===== src/rtl/lc3_imem_pkg.sv =====
// ----------------------------------------------------------------------------
// lc3_imem_pkg
//   Shared types and constants for the LC-3 instruction-memory responder.
//   - IMEM_DEPTH_DEF : default number of memory words
//   - IMEM_LAT_MAX   : largest supported request-to-valid latency
//   - imem_word_t    : one instruction word
//   - imem_stage_t   : one read-pipeline stage {valid, data, par}
//   Optional feature macro used by the responder: IMEM_PARITY_EN
// ----------------------------------------------------------------------------
package lc3_imem_pkg;

    localparam int IMEM_DEPTH_DEF = 256;
    localparam int IMEM_LAT_MAX   = 4;
    localparam int IMEM_DATA_W    = 16;

    typedef logic [IMEM_DATA_W-1:0] imem_word_t;

    typedef struct packed {
        logic       valid;
        imem_word_t data;
        logic       par;
    } imem_stage_t;

    // Even parity: the stored bit makes the XOR of word plus bit zero.
    function automatic logic imem_par(input imem_word_t w);
        return ^w;
    endfunction

endpackage


===== src/rtl/lc3_imem_array.sv =====
// ----------------------------------------------------------------------------
// lc3_imem_array
//   1-write / 1-read memory. Writes land on the rising edge; the read port is
//   asynchronous, so a consumer that registers o_rd_data on the same edge as a
//   write to the same index captures the OLD word.
//   Ports:
//     i_clk      clock
//     i_wr_en    write strobe
//     i_wr_idx   write index
//     i_wr_data  write word
//     i_rd_idx   read index
//     o_rd_data  word currently stored at i_rd_idx
// ----------------------------------------------------------------------------
module lc3_imem_array #(
    parameter int WORD_W = 16,
    parameter int DEPTH  = 256,
    parameter int IW     = $clog2(DEPTH)
) (
    input  logic              i_clk,
    input  logic              i_wr_en,
    input  logic [IW-1:0]     i_wr_idx,
    input  logic [WORD_W-1:0] i_wr_data,
    input  logic [IW-1:0]     i_rd_idx,
    output logic [WORD_W-1:0] o_rd_data
);

    logic [WORD_W-1:0] r_mem [DEPTH];

    always_ff @(posedge i_clk) begin
        if (i_wr_en) begin
            r_mem[i_wr_idx] <= i_wr_data;
        end
    end

    assign o_rd_data = r_mem[i_rd_idx];

endmodule


===== src/rtl/lc3_imem_responder.sv =====
// ----------------------------------------------------------------------------
// lc3_imem_responder
//   Instruction-memory responder for the LC-3 fetch stage. A read request
//   sampled on a rising edge returns the addressed word LATENCY cycles later
//   with a one-cycle dout_valid strobe. flush squashes every in-flight read
//   while still accepting a request presented in the same cycle. A backdoor
//   write port preloads program images.
//   Optional feature: define IMEM_PARITY_EN to store an even-parity bit per
//   word and report mismatches on parity_err (adds input force_par_flip).
//   Ports:
//     clock, reset          rising-edge clock, synchronous active-high reset
//     pc, instrmem_rd       fetch address and read request
//     flush                 squash in-flight reads
//     wr_en/wr_addr/wr_data backdoor write
//     force_par_flip        (IMEM_PARITY_EN only) corrupt parity of this write
//     dout, dout_valid      returned word and its strobe
//     busy                  reads outstanding
//     parity_err            parity mismatch on the returned word
// ----------------------------------------------------------------------------
module lc3_imem_responder
    import lc3_imem_pkg::*;
#(
    parameter int ADDR_W  = 16,
    parameter int DATA_W  = IMEM_DATA_W,
    parameter int DEPTH   = IMEM_DEPTH_DEF,
    parameter int LATENCY = 1
) (
    input  logic              clock,
    input  logic              reset,
    input  logic [ADDR_W-1:0] pc,
    input  logic              instrmem_rd,
    input  logic              flush,
    input  logic              wr_en,
    input  logic [ADDR_W-1:0] wr_addr,
    input  logic [DATA_W-1:0] wr_data,
`ifdef IMEM_PARITY_EN
    input  logic              force_par_flip,
`endif
    output logic [DATA_W-1:0] dout,
    output logic              dout_valid,
    output logic              busy,
    output logic              parity_err
);

    localparam int IW = $clog2(DEPTH);
    localparam int CW = $clog2(LATENCY + 1) + 1;
`ifdef IMEM_PARITY_EN
    localparam int MW = DATA_W + 1;
`else
    localparam int MW = DATA_W;
`endif

    if (LATENCY < 1 || LATENCY > IMEM_LAT_MAX) begin : g_bad_latency
        $error("lc3_imem_responder: LATENCY must be in 1..4");
    end
    if (DATA_W != IMEM_DATA_W) begin : g_bad_width
        $error("lc3_imem_responder: DATA_W must match imem_word_t");
    end

    logic [MW-1:0] w_wr_word;
    logic [MW-1:0] w_rd_word;
    imem_stage_t   w_in;
    imem_stage_t   w_last;
    logic          w_last_vld;
    logic          w_unused;

    logic [DATA_W-1:0] r_dout;
    logic              r_dout_valid;
    logic              r_parity_err;
    logic [CW-1:0]     r_cnt;

`ifdef IMEM_PARITY_EN
    assign w_wr_word = {imem_par(wr_data) ^ force_par_flip, wr_data};
    assign w_in.par  = w_rd_word[DATA_W];
`else
    assign w_wr_word = wr_data;
    assign w_in.par  = 1'b0;
`endif
    assign w_in.valid = instrmem_rd;
    assign w_in.data  = w_rd_word[DATA_W-1:0];

    // Only the low index bits address the array; upper address bits wrap.
    lc3_imem_array #(
        .WORD_W (MW),
        .DEPTH  (DEPTH),
        .IW     (IW)
    ) u_array (
        .i_clk     (clock),
        .i_wr_en   (wr_en),
        .i_wr_idx  (wr_addr[IW-1:0]),
        .i_wr_data (w_wr_word),
        .i_rd_idx  (pc[IW-1:0]),
        .o_rd_data (w_rd_word)
    );

    // Stage 1 is captured on the accept edge; with LATENCY=1 that capture is
    // the output register itself, otherwise stages 1..LATENCY-1 shift here and
    // the output register is the final stage.
    if (LATENCY == 1) begin : g_direct
        assign w_last     = w_in;
        assign w_last_vld = instrmem_rd;
    end else begin : g_pipe
        imem_stage_t r_stg [LATENCY-1];

        always_ff @(posedge clock) begin
            r_stg[0] <= w_in;
            for (int k = 1; k < LATENCY - 1; k++) begin
                r_stg[k] <= r_stg[k-1];
            end
            // A flush kills older stages but the request sampled now survives.
            if (flush) begin
                for (int k = 1; k < LATENCY - 1; k++) begin
                    r_stg[k].valid <= 1'b0;
                end
            end
            if (reset) begin
                for (int k = 0; k < LATENCY - 1; k++) begin
                    r_stg[k].valid <= 1'b0;
                end
            end
        end

        assign w_last     = r_stg[LATENCY-2];
        assign w_last_vld = r_stg[LATENCY-2].valid && !flush;
    end

    // A request stays outstanding until the edge after its strobe, so the
    // registered strobe doubles as the retire pulse.
    always_ff @(posedge clock) begin
        if (reset) begin
            r_dout       <= '0;
            r_dout_valid <= 1'b0;
            r_parity_err <= 1'b0;
            r_cnt        <= '0;
        end else begin
            r_dout_valid <= w_last_vld;
            if (w_last_vld) begin
                r_dout <= w_last.data;
            end
`ifdef IMEM_PARITY_EN
            r_parity_err <= w_last_vld && (imem_par(w_last.data) != w_last.par);
`else
            r_parity_err <= 1'b0;
`endif
            if (flush) begin
                r_cnt <= instrmem_rd ? CW'(1) : '0;
            end else begin
                r_cnt <= r_cnt + CW'(instrmem_rd) - CW'(r_dout_valid);
            end
        end
    end

    always_ff @(posedge clock) begin
        if (!reset) begin
            assert (r_cnt <= CW'(LATENCY));
        end
    end

    assign dout       = r_dout;
    assign dout_valid = r_dout_valid;
    assign busy       = (r_cnt != '0);
    assign parity_err = r_parity_err;

    assign w_unused = ^{1'b0, pc[ADDR_W-1:IW], wr_addr[ADDR_W-1:IW], w_last.par};

endmodule

===== config.mk =====
export PLATFORM = sky130hd
export DESIGN_NAME = lc3_imem_responder
export DESIGN_NICKNAME = d
export VERILOG_FILES = /design/src/rtl/lc3_imem_pkg.sv /design/src/rtl/lc3_imem_array.sv /design/src/rtl/lc3_imem_responder.sv
export SDC_FILE = /design/constraint.sdc
export NUM_CORES = 2
export LEC_CHECK = 0
export ABC_AREA = 0
export CELL_PAD_IN_SITES_DETAIL_PLACEMENT = 1
export CELL_PAD_IN_SITES_GLOBAL_PLACEMENT = 2
export CORE_MARGIN = 2
export CORE_UTILIZATION = 25
export DETAILED_ROUTE_END_ITERATION = 12
export MAX_ROUTING_LAYER = met4
export PLACE_DENSITY = 0.43
export SYNTH_ARGS = -nofsm -noshare
export SYNTH_HDL_FRONTEND = slang
export SYNTH_SLANG_ARGS = --single-unit

===== constraint.sdc =====
create_clock -name clock -period 3.01 [get_ports clock]
set_input_delay 0.602 -clock clock [delete_from_list [all_inputs] [get_ports clock]]
set_output_delay 0.602 -clock clock [all_outputs]
set_load 0.1 [all_outputs]

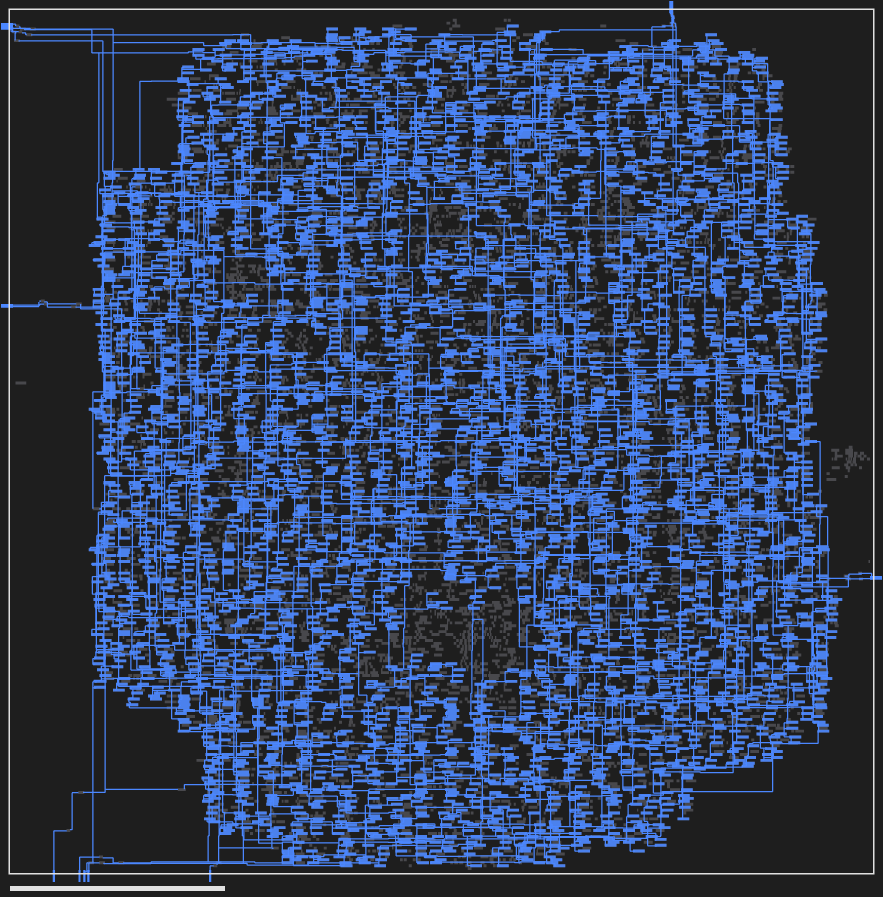
Figure 1: nets reached from selected ports.
Scale bar: 200 um.
wr_data -> blue  # bits 16, direction input, end cells 4096, buffers 119, wire 92.9 mm
port bufs: 54
top-level I/O count: 72

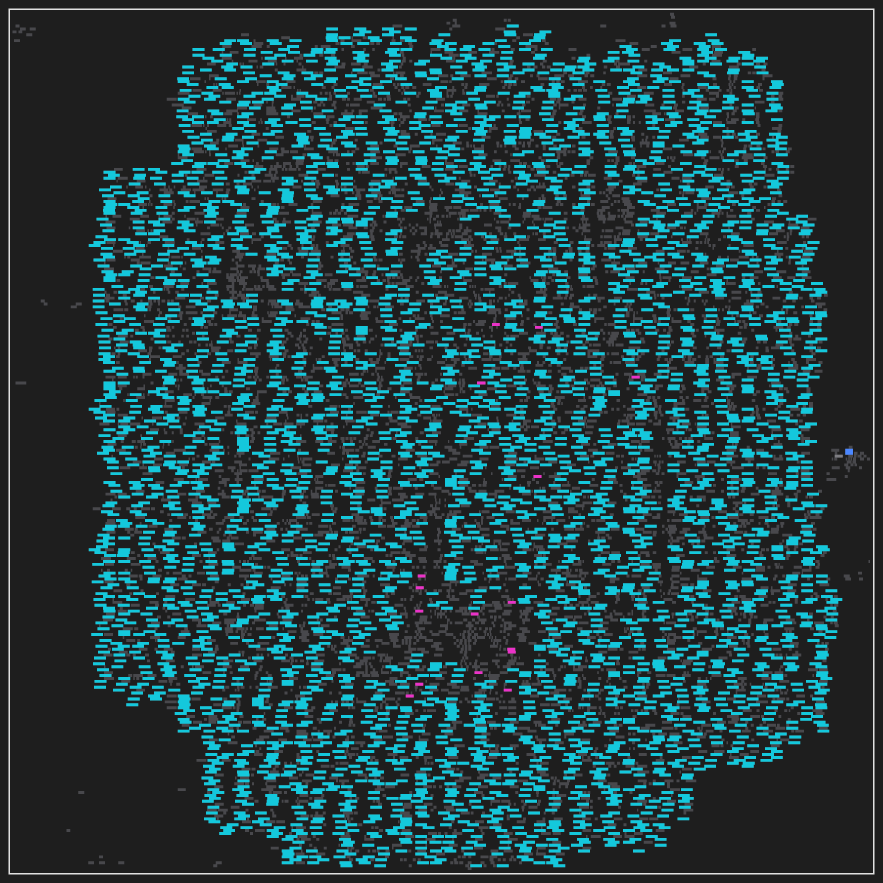
Figure 2: register map, names as in the netlist.
r_cnt -> blue  # sequential cells 2
u_array.r_mem -> cyan  # sequential cells 4096, where all over the die
dout -> magenta  # sequential cells 16
not colored = 1
Layout Utilization: 31.4%
Seq area share: 61.8%
Reg area: 0.123 mm^2
P_seq: 63.3 mW

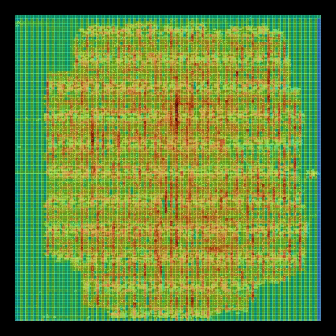
Figure 3: congestion heat map.
GRT met1 Usage: 23.3%
met2 global-route usage: 28.4%
M3 GR Usage: 1.77%
gr busiest metal: met2

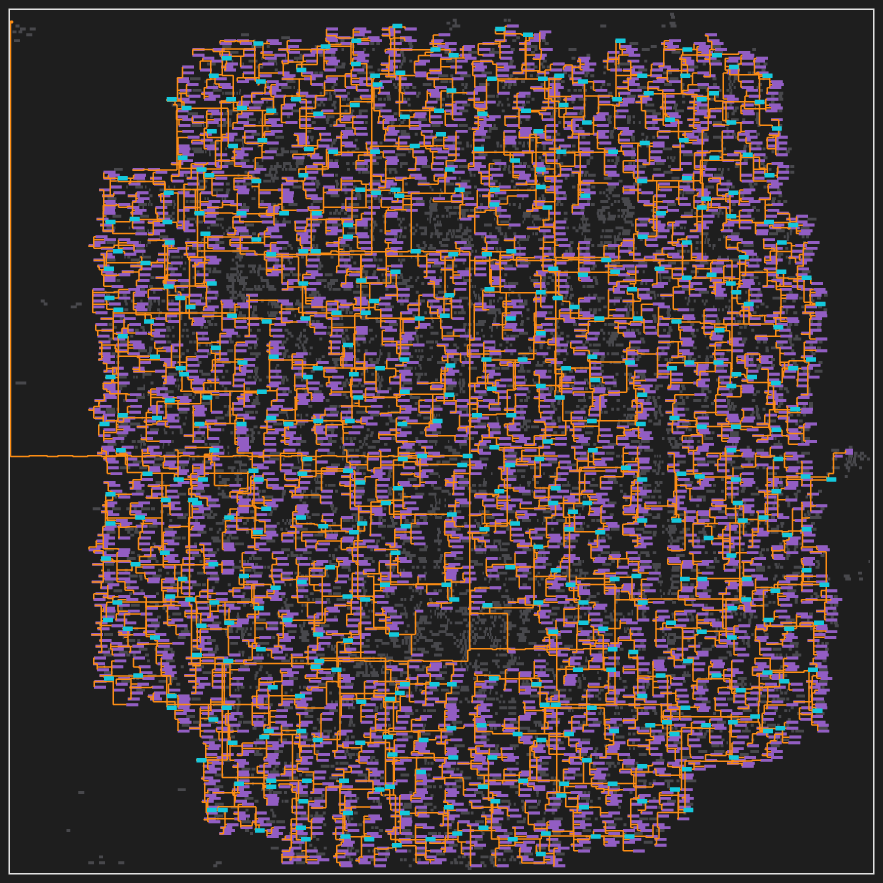
Figure 4: routed clock nets over the placement.
flip-flops -> purple  # count 4115
clock wires -> orange  # length 56.5 mm
cells driving clock nets -> cyan  # count 454
routed clock nets = 455
flops lie = all over the die

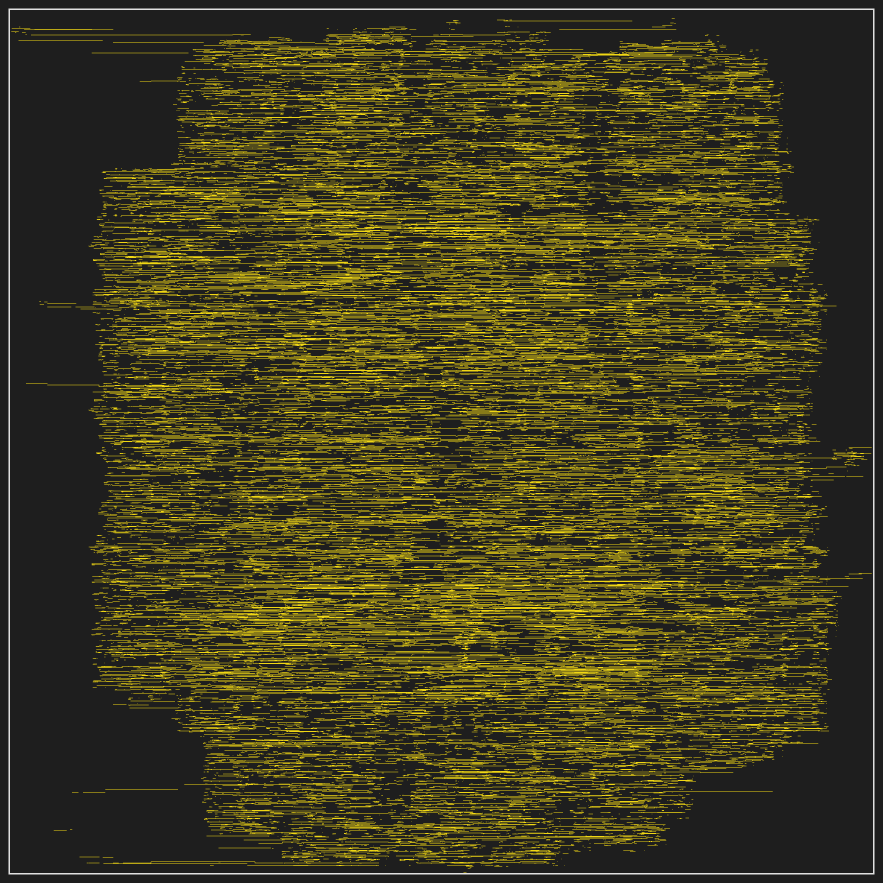
Figure 5: the metal 1 layer.
longest straight run = 205 um
wire length on this layer = 252 mm
share of all routed wire = 46%
nets with wire on the layer = 8933
Via Count: 82.6k
Routed Wire Length: 551000 um

==> results.json <==
{
  "cts.sinks": 4115,
  "pwr-share-comb_pct": 6.1,
  "nWellTaps": 8407,
  "syn_nets": 7693,
  "swShare_pct": 22.5,
  "hpwl_um": 365000,
  "synth-adder-area-share_pct": 0.0157,
  "ys.warnings.count": 0,
  "regMostFlops": "u_array.r_mem",
  "grt_antenna_before_repair": 53,
  "cts_max_level": 5,
  "initial_core_util_pct": 25.1,
  "globalRouteTotalUtil_pct": 17.2,
  "dieWidth_um": 802,
  "worstPathCellList": "buf_16 -> buf_12 -> buf_12 -> buf_4 -> mux4_2 -> a2111oi_2 -> nor4_2 -> nand4b_1 -> o211ai_1",
  "syn_area_per_cell_um2": 20.9,
  "n_all_buffers": 1510,
  "max_stage_delay_ns": 0.81,
  "logic_gate_count": 3049,
  "tns_ns": 0,
  "status": "completed",
  "relSlewSlack_pct": 32.1,
  "die_area_mm2": 0.644,
  "worstSetupStartpointType": "input port",
  "ys_sh_xor_pct": 0.0110,
  "rsz0062_at_grt": "false",
  "compound_area_share_pct": 3.87,
  "async_flop_share_pct": 0,
  "end_kind": "flop",
  "setup_violations": 0,
  "drtIter0Drc": 6385,
  "ant_nets": 0,
  "largest_reg_flops": 4096,
  "nFillCells": 63700,
  "leakage_nw": 64.8,
  "sh_comb_area_pct": 16.7,
  "grt_max_degree": 120,
  "r2r_slack_ns": 0.08,
  "synth_seq_share_pct": 77.4,
  "insertion_delay_ns": 1.06,
  "n_antenna_cell": 20,
  "highest_layer": "met4",
  "critPathSlowestCell": "a2111oi_2",
  "p_per_area_mw_per_mm2": 636,
  "maxCapViolations": 0,
  "r2r_end": "dout[1]",
  "yosysChipArea_mm2": 0.159,
  "critPathBufInv": 4,
  "synth_cell_types": 76,
  "clockRootBuffer": "clkbuf_16",
  "maxClockFrequency_ghz": 0.338,
  "top_cells_by_area": "edfxtp_1 77%, mux4_2 8.9%, mux2i_1 4.7%",
  "worstSetupStartpoint": "pc[0]",
  "cp_data_required_time_ns": 3.90,
  "wl_per_cell_um": 30.7,
  "path_class": "in2reg",
  "area_delta_synth_final_pct": 25.2,
  "mux_share_pct": 14.5,
  "hp-start": "wr_data[10]",
  "die_h_um": 802,
  "worstHoldPathType": "in2reg",
  "overflow": 0,
  "grt_pass1_wl_um": 755000,
  "seqPwrFrac_pct": 49.9,
  "post_cts_buffers": 0,
  "fin_nets": 9191,
  "synthCells": 7638,
  "layout_top_cell": "edfxtp_1",
  "biggestCellCategory": "registers",
  "grt_pass1_vias": 88300,
  "final-comb-area_mm2": 0.0333,
  "edf_count": 4096,
  "ys_cells": 7638,
  "synth_area_mm2": 0.159
}
-- power groups by stage --
| stage | Clock (mW) | Combinational, mW | Sequential, mW |
|---|---|---|---|
| global route | 59.4 | 8.16 | 63.2 |
| finish | 55.9 | 7.70 | 63.3 |
| floorplan | 0 | 3.02 | 64.6 |
| CTS | 57.5 | 7.92 | 63.3 |
| detailed placement | 0 | 7.87 | 64.5 |
| global placement | 0 | 7.77 | 64.5 |
-- through the flow --
stage	hold WS, ns	std cells	worst slack (ns)	cell area, um^2	total power, mW
floorplan	0.591	7638	0.243	159000	67.6
global placement	0.612	17100	-2.12	184000	72.2
detailed placement	0.628	17100	-1.63	184000	72.3
CTS	0.0347	17900	0.0285	199000	129
finish	0.124	18000	0.0479	200000	127
global route	0.0867	17900	0.00382	199000	131
Power is estimated from default activity; no workload was simulated.
